**config.mk**
```make
export PLATFORM = sky130hd
export DESIGN_NAME = cross_bar_rtn_flat
export DESIGN_NICKNAME = d
export VERILOG_FILES = /design/src/rtl/cross_bar_rtn_pkg.sv /design/src/rtl/cross_bar_rtn_if.sv /design/src/rtl/cross_bar_rtn_rob.sv /design/src/rtl/cross_bar_rtn.sv /design/src/flat_wrapper.sv
export SDC_FILE = /design/constraint.sdc
export NUM_CORES = 2
export LEC_CHECK = 0
export CORE_UTILIZATION = 63
export CTS_CLUSTER_DIAMETER = 40
export DETAILED_ROUTE_END_ITERATION = 8
export PLACE_DENSITY = 0.85
export SLEW_MARGIN = 0
export SYNTH_ARGS = -nofsm -noshare
export SYNTH_HDL_FRONTEND = slang
export SYNTH_SLANG_ARGS = --single-unit
```
**constraint.sdc**
```tcl
create_clock -name clk_i -period 5.65 [get_ports clk_i]
set_clock_uncertainty 0.15 [all_clocks]
set_input_delay 0.8475 -clock clk_i [delete_from_list [all_inputs] [get_ports clk_i]]
set_output_delay 0.8475 -clock clk_i [all_outputs]
set_load 0.005 [all_outputs]
```
**src/rtl/cross_bar_rtn_pkg.sv**
```systemverilog
// Shared constants and types for the mcash crossbar return path.
//   NUM_CH     : number of mcash channels served (ids 0..2, id 3 is illegal)
//   ROB_DEPTH  : reorder slots per channel (power of two), ROB_W = log2
//   DATA_W     : return beat width
package cross_bar_rtn_pkg;
  localparam int NUM_CH    = 3;
  localparam int ROB_DEPTH = 4;
  localparam int ROB_W     = 2;
  localparam int DATA_W    = 128;

  typedef enum logic [1:0] {
    CH0        = 2'd0,
    CH1        = 2'd1,
    CH2        = 2'd2,
    CH_ILLEGAL = 2'd3
  } ch_id_e;

  typedef struct packed {
    ch_id_e             ch_id;
    logic [ROB_W-1:0]   rob_num;
    logic [DATA_W-1:0]  data;
  } rtn_beat_t;
endpackage

```
**src/rtl/cross_bar_rtn_if.sv**
```systemverilog
// Return-path bus: storage-controller beat input plus the three in-order
// channel return ports.
//   slave  : crossbar view (consumes sc beats, produces channel returns)
//   master : environment view (sc side + channel consumers)
interface cross_bar_rtn_if;
  import cross_bar_rtn_pkg::*;

  logic              sc_xbar_valid_i;
  logic              sc_xbar_ready_o;
  logic [1:0]        sc_xbar_ch_id_i;
  logic [ROB_W-1:0]  sc_xbar_rob_num_i;
  logic [DATA_W-1:0] sc_xbar_data_i;

  logic              mcash_ch0_rtn_valid_o;
  logic              mcash_ch0_rtn_ready_i;
  logic [DATA_W-1:0] mcash_ch0_rtn_data_o;
  logic              mcash_ch1_rtn_valid_o;
  logic              mcash_ch1_rtn_ready_i;
  logic [DATA_W-1:0] mcash_ch1_rtn_data_o;
  logic              mcash_ch2_rtn_valid_o;
  logic              mcash_ch2_rtn_ready_i;
  logic [DATA_W-1:0] mcash_ch2_rtn_data_o;

  modport slave (
    input  sc_xbar_valid_i, sc_xbar_ch_id_i, sc_xbar_rob_num_i, sc_xbar_data_i,
    output sc_xbar_ready_o,
    output mcash_ch0_rtn_valid_o, mcash_ch0_rtn_data_o,
    output mcash_ch1_rtn_valid_o, mcash_ch1_rtn_data_o,
    output mcash_ch2_rtn_valid_o, mcash_ch2_rtn_data_o,
    input  mcash_ch0_rtn_ready_i, mcash_ch1_rtn_ready_i, mcash_ch2_rtn_ready_i
  );

  modport master (
    output sc_xbar_valid_i, sc_xbar_ch_id_i, sc_xbar_rob_num_i, sc_xbar_data_i,
    input  sc_xbar_ready_o,
    input  mcash_ch0_rtn_valid_o, mcash_ch0_rtn_data_o,
    input  mcash_ch1_rtn_valid_o, mcash_ch1_rtn_data_o,
    input  mcash_ch2_rtn_valid_o, mcash_ch2_rtn_data_o,
    output mcash_ch0_rtn_ready_i, mcash_ch1_rtn_ready_i, mcash_ch2_rtn_ready_i
  );
endinterface

```
**src/rtl/cross_bar_rtn_rob.sv**
```systemverilog
// Single-channel reorder buffer. Beats land in slot wr_idx_i; only the head
// slot is ever presented, and it retires on valid & ready.
//   clk_i, rst_i           : clock, synchronous active-high reset
//   wr_en_i/idx_i/data_i   : slot write (caller guarantees slot is free)
//   look_idx_i/look_occ_o  : occupancy lookup for the accept decision
//   rtn_valid_o/ready_i/data_o : in-order release port (data 0 when idle)
module cross_bar_rtn_rob
  import cross_bar_rtn_pkg::*;
(
  input  logic              clk_i,
  input  logic              rst_i,
  input  logic              wr_en_i,
  input  logic [ROB_W-1:0]  wr_idx_i,
  input  logic [DATA_W-1:0] wr_data_i,
  input  logic [ROB_W-1:0]  look_idx_i,
  output logic              look_occ_o,
  output logic              rtn_valid_o,
  input  logic              rtn_ready_i,
  output logic [DATA_W-1:0] rtn_data_o
);
  logic [ROB_DEPTH-1:0]             occ_q, occ_d;
  logic [ROB_DEPTH-1:0][DATA_W-1:0] data_q, data_d;
  logic [ROB_W-1:0]                 head_q, head_d;
  logic                             rel;

  assign look_occ_o  = occ_q[look_idx_i];
  assign rtn_valid_o = occ_q[head_q];
  assign rtn_data_o  = rtn_valid_o ? data_q[head_q] : '0;
  assign rel         = rtn_valid_o & rtn_ready_i;

  // Release clears first, then write sets; the write slot is never the
  // occupied head, so both take effect when they coincide.
  always_comb begin
    occ_d  = occ_q;
    data_d = data_q;
    head_d = head_q;
    if (rel) begin
      occ_d[head_q] = 1'b0;
      head_d        = head_q + 1'b1;  // natural wrap at ROB_DEPTH
    end
    if (wr_en_i) begin
      occ_d[wr_idx_i]  = 1'b1;
      data_d[wr_idx_i] = wr_data_i;
    end
  end

  always_ff @(posedge clk_i) begin
    if (rst_i) begin
      occ_q  <= '0;
      data_q <= '0;
      head_q <= '0;
    end else begin
      occ_q  <= occ_d;
      data_q <= data_d;
      head_q <= head_d;
    end
  end
endmodule

```
**src/rtl/cross_bar_rtn.sv**
```systemverilog
// Crossbar return path: steers storage-controller read-return beats into
// one reorder buffer per mcash channel and releases them in ROB order.
//   clk_i, rst_i   : clock, synchronous active-high reset
//   bus (slave)    : sc beat input and channel 0..2 return ports
//   xbar_rtn_err_o : sticky flag, a beat with illegal ch_id 3 was accepted
module cross_bar_rtn
  import cross_bar_rtn_pkg::*;
(
  input  logic             clk_i,
  input  logic             rst_i,
  cross_bar_rtn_if.slave   bus,
  output logic             xbar_rtn_err_o
);
  logic [NUM_CH-1:0]             wr_en, look_occ, rtn_valid, rtn_ready;
  logic [NUM_CH-1:0][DATA_W-1:0] rtn_data;
  logic [NUM_CH:0]               occ_pad;
  logic                          illegal, acc, err_q;

  assign illegal = (bus.sc_xbar_ch_id_i == CH_ILLEGAL);
  // Padding makes the ch_id index cover all four codes; code 3 reads 0.
  assign occ_pad = {1'b0, look_occ};
  // Illegal beats are always accepted (and dropped) so sc never wedges.
  assign bus.sc_xbar_ready_o = illegal | ~occ_pad[bus.sc_xbar_ch_id_i];
  assign acc = bus.sc_xbar_valid_i & bus.sc_xbar_ready_o;

  assign rtn_ready = {bus.mcash_ch2_rtn_ready_i, bus.mcash_ch1_rtn_ready_i,
                      bus.mcash_ch0_rtn_ready_i};

  for (genvar g = 0; g < NUM_CH; g++) begin : g_ch
    assign wr_en[g] = acc & (bus.sc_xbar_ch_id_i == 2'(g));
    cross_bar_rtn_rob u_rob (
      .clk_i       (clk_i),
      .rst_i       (rst_i),
      .wr_en_i     (wr_en[g]),
      .wr_idx_i    (bus.sc_xbar_rob_num_i),
      .wr_data_i   (bus.sc_xbar_data_i),
      .look_idx_i  (bus.sc_xbar_rob_num_i),
      .look_occ_o  (look_occ[g]),
      .rtn_valid_o (rtn_valid[g]),
      .rtn_ready_i (rtn_ready[g]),
      .rtn_data_o  (rtn_data[g])
    );
  end

  assign bus.mcash_ch0_rtn_valid_o = rtn_valid[0];
  assign bus.mcash_ch0_rtn_data_o  = rtn_data[0];
  assign bus.mcash_ch1_rtn_valid_o = rtn_valid[1];
  assign bus.mcash_ch1_rtn_data_o  = rtn_data[1];
  assign bus.mcash_ch2_rtn_valid_o = rtn_valid[2];
  assign bus.mcash_ch2_rtn_data_o  = rtn_data[2];

  always_ff @(posedge clk_i) begin
    if (rst_i)              err_q <= 1'b0;
    else if (acc & illegal) err_q <= 1'b1;
  end
  assign xbar_rtn_err_o = err_q;
endmodule

```
**src/flat_wrapper.sv**
```systemverilog
// flat-port wrapper written by rule: the top's interface ports become plain ports
module cross_bar_rtn_flat import cross_bar_rtn_pkg::*;
  (clk_i, rst_i, xbar_rtn_err_o, bus_sc_xbar_valid_i, bus_sc_xbar_ch_id_i, bus_sc_xbar_rob_num_i, bus_sc_xbar_data_i, bus_sc_xbar_ready_o, bus_mcash_ch0_rtn_valid_o, bus_mcash_ch0_rtn_data_o, bus_mcash_ch1_rtn_valid_o, bus_mcash_ch1_rtn_data_o, bus_mcash_ch2_rtn_valid_o, bus_mcash_ch2_rtn_data_o, bus_mcash_ch0_rtn_ready_i, bus_mcash_ch1_rtn_ready_i, bus_mcash_ch2_rtn_ready_i);
  cross_bar_rtn_if bus_i ();
  input  logic clk_i;
  input  logic rst_i;
  output logic xbar_rtn_err_o;
  input wire logic [$bits(bus_i.sc_xbar_valid_i)-1:0] bus_sc_xbar_valid_i;
  input wire logic [$bits(bus_i.sc_xbar_ch_id_i)-1:0] bus_sc_xbar_ch_id_i;
  input wire logic [$bits(bus_i.sc_xbar_rob_num_i)-1:0] bus_sc_xbar_rob_num_i;
  input wire logic [$bits(bus_i.sc_xbar_data_i)-1:0] bus_sc_xbar_data_i;
  output wire logic [$bits(bus_i.sc_xbar_ready_o)-1:0] bus_sc_xbar_ready_o;
  output wire logic [$bits(bus_i.mcash_ch0_rtn_valid_o)-1:0] bus_mcash_ch0_rtn_valid_o;
  output wire logic [$bits(bus_i.mcash_ch0_rtn_data_o)-1:0] bus_mcash_ch0_rtn_data_o;
  output wire logic [$bits(bus_i.mcash_ch1_rtn_valid_o)-1:0] bus_mcash_ch1_rtn_valid_o;
  output wire logic [$bits(bus_i.mcash_ch1_rtn_data_o)-1:0] bus_mcash_ch1_rtn_data_o;
  output wire logic [$bits(bus_i.mcash_ch2_rtn_valid_o)-1:0] bus_mcash_ch2_rtn_valid_o;
  output wire logic [$bits(bus_i.mcash_ch2_rtn_data_o)-1:0] bus_mcash_ch2_rtn_data_o;
  input wire logic [$bits(bus_i.mcash_ch0_rtn_ready_i)-1:0] bus_mcash_ch0_rtn_ready_i;
  input wire logic [$bits(bus_i.mcash_ch1_rtn_ready_i)-1:0] bus_mcash_ch1_rtn_ready_i;
  input wire logic [$bits(bus_i.mcash_ch2_rtn_ready_i)-1:0] bus_mcash_ch2_rtn_ready_i;
  assign bus_i.sc_xbar_valid_i = bus_sc_xbar_valid_i;
  assign bus_i.sc_xbar_ch_id_i = bus_sc_xbar_ch_id_i;
  assign bus_i.sc_xbar_rob_num_i = bus_sc_xbar_rob_num_i;
  assign bus_i.sc_xbar_data_i = bus_sc_xbar_data_i;
  assign bus_sc_xbar_ready_o = bus_i.sc_xbar_ready_o;
  assign bus_mcash_ch0_rtn_valid_o = bus_i.mcash_ch0_rtn_valid_o;
  assign bus_mcash_ch0_rtn_data_o = bus_i.mcash_ch0_rtn_data_o;
  assign bus_mcash_ch1_rtn_valid_o = bus_i.mcash_ch1_rtn_valid_o;
  assign bus_mcash_ch1_rtn_data_o = bus_i.mcash_ch1_rtn_data_o;
  assign bus_mcash_ch2_rtn_valid_o = bus_i.mcash_ch2_rtn_valid_o;
  assign bus_mcash_ch2_rtn_data_o = bus_i.mcash_ch2_rtn_data_o;
  assign bus_i.mcash_ch0_rtn_ready_i = bus_mcash_ch0_rtn_ready_i;
  assign bus_i.mcash_ch1_rtn_ready_i = bus_mcash_ch1_rtn_ready_i;
  assign bus_i.mcash_ch2_rtn_ready_i = bus_mcash_ch2_rtn_ready_i;
  cross_bar_rtn u_core (.clk_i(clk_i), .rst_i(rst_i), .bus(bus_i), .xbar_rtn_err_o(xbar_rtn_err_o));
endmodule
```
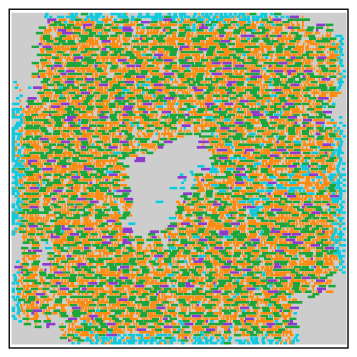
(cell classes on the final placement)
Drawn at 1 px/um. Fill, decap, tap and diode cells in gray.
clock drivers and dummy loads: shown in purple, cells 326, share of their area 7.8%. registers: shown in green, cells 1,555, share of their area 39%. remaining logic cells: shown in orange, cells 5,498, share of their area 44%. remaining buffers and delay cells: shown in cyan, cells 663, share of their area 8.9%.

==> qor.tcl <==
set qor(outcome) {finished clean}
set qor(r2r_start) {u_core.g_ch[2].u_rob.head_q[0]}
set qor(grt_use_total) 0.444
set qor(hold_path_class) {reg2reg}
set qor(rsz0062_at_grt) {no}
set qor(layout.clock_buffers) 231
set qor(core_area_um2) 111000
set qor(gp_routability_congestion) 0.834
set qor(clkCellAreaFrac) 0.0760
set qor(core.rowCount) 122
set qor(grt.met3_usage) 0.148
set qor(whs_path_depth) 2
set qor(dp_cells) 9204
set qor(largest_cell_class) {combinational gates}
set qor(crit_required_ns) 4.65
set qor(cts_max_level) 4
set qor(n_multi_input_combinational_cell) 5492
set qor(global_route.overflow_total) 0
set qor(combPwrFrac) 0.074
set qor(endpoint_kind) {primary output}
set qor(met1_usage) 0.555
set qor(wirelength_met1_mm) 87.7
set qor(post_route_hold_slack_ns) 0.321
set qor(dr_wl_met2_mm) 114
set qor(multiInputGateArea_um2) 35200
set qor(synth.yosys.warnings) 0
set qor(intPower_uw) 18700
set qor(grt_busiest_layer) {met2}
set qor(max-clock-path-buffers) 3
set qor(clock_tree.root_cell) {sky130_fd_sc_hd__clkbuf_16}
set qor(asyncSetResetFlopFracSynth) 0
set qor(timing.final.ws_setup_ns) 0.429
set qor(maxClockFrequency_mhz) 192
set qor(power.density_cell_area_nw_per_um2) 308
set qor(met3RoutedLength_mm) 43.4
set qor(instances_no_fill) 9548
set qor(comb_power_uw) 1870
set qor(top_layer_used) {met5}
set qor(netlist_instances) 8172
set qor(synth-edff-count) 0
set qor(io-pin-count) 527
set qor(buffer_area_frac) 0.0870
set qor(drt-wirelength-per-cell_um) 27.4
set qor(detail_route.iter0.violations) 14600
set qor(endpoints_failing_setup) 0
set qor(timing_max_transition_violations_final) 0
set qor(setup.worst_path.start_class) {flip-flop}
set qor(synth_area_um2) 70800
set qor(syn_area_per_cell_um2) 8.67
set qor(netSwitchingFraction) 0.257
set qor(clk_pin_slew_worst_paths_ns) 0.06
set qor(worst_r2r_path_depth) 4
set qor(finish.instance_area_um2) 81600
set qor(seq_power_share) 0.445
set qor(tritoncts_clock_tree) {yes}
set qor(top_power_consumer_group) {clock}
set qor(routed_via_density) 7.48
set qor(final.fill_count) 7688
set qor(worst_ep_arrival_time_ns) 4.22
set qor(grt_pass1_vias) 68800
set qor(vdd.ir_drop.worst_v) 0.000296
set qor(fraction_of_layout_instances_using_a_drive_strength_above_1) 0.108
set qor(layout_top_cells) {sky130_fd_sc_hd__a21oi_1 (1,554), sky130_fd_sc_hd__dfxtp_1 (1,549), sky130_fd_sc_hd__nand3_1 (1,542)}
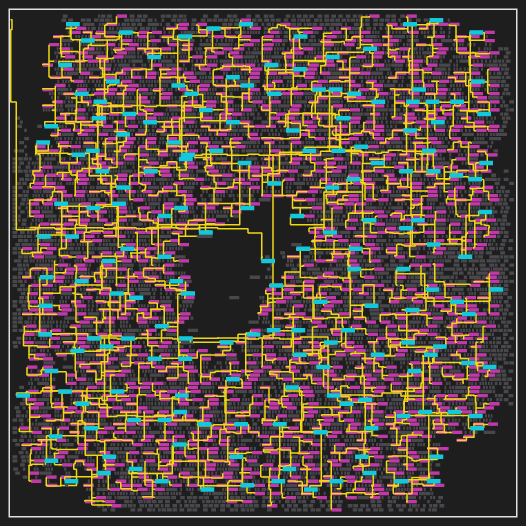
(clock network drawn from the DEF)
Drawn at 1.5 px/um.
flip-flops: shown in magenta, count 1,555. clock-net drivers: shown in cyan, count 178. clock wires: shown in yellow, length 17,400 um.
Position of the flops: spread over the die.
Clock net power: 12,100 uW
insertion delay to the later sink of the worst-skew pair: 0.79 ns
part of the power in the clock network: 0.481

## registers in the layout, indices dropped and copies added, names as in the netlist
signal                    count
u_core.g_ch.u_rob.data_q   1536
u_core.g_ch.u_rob.head_q      6
u_core.g_ch.u_rob.occ_q      12
u_core.xbar_rtn_err_o         1
## critical path, cell delays in order (launching register included)
cell and delay [ns]:
sky130_fd_sc_hd__dfxtp_4 0.75, sky130_fd_sc_hd__mux4_4 1.14, sky130_fd_sc_hd__buf_4 0.48, sky130_fd_sc_hd__and2_1 0.34, sky130_fd_sc_hd__clkdlybuf4s50_1 0.56
## cell families after synthesis
kind of cell / share of synthesized area
fa+ha+maj: 0.00212
compound gates: 0.221
simple gates: 0.148
buf+inv: 0.0656
mux: 0.124
flops: 0.440
Power figures rest on the tool's default switching activity, not on a simulated workload.
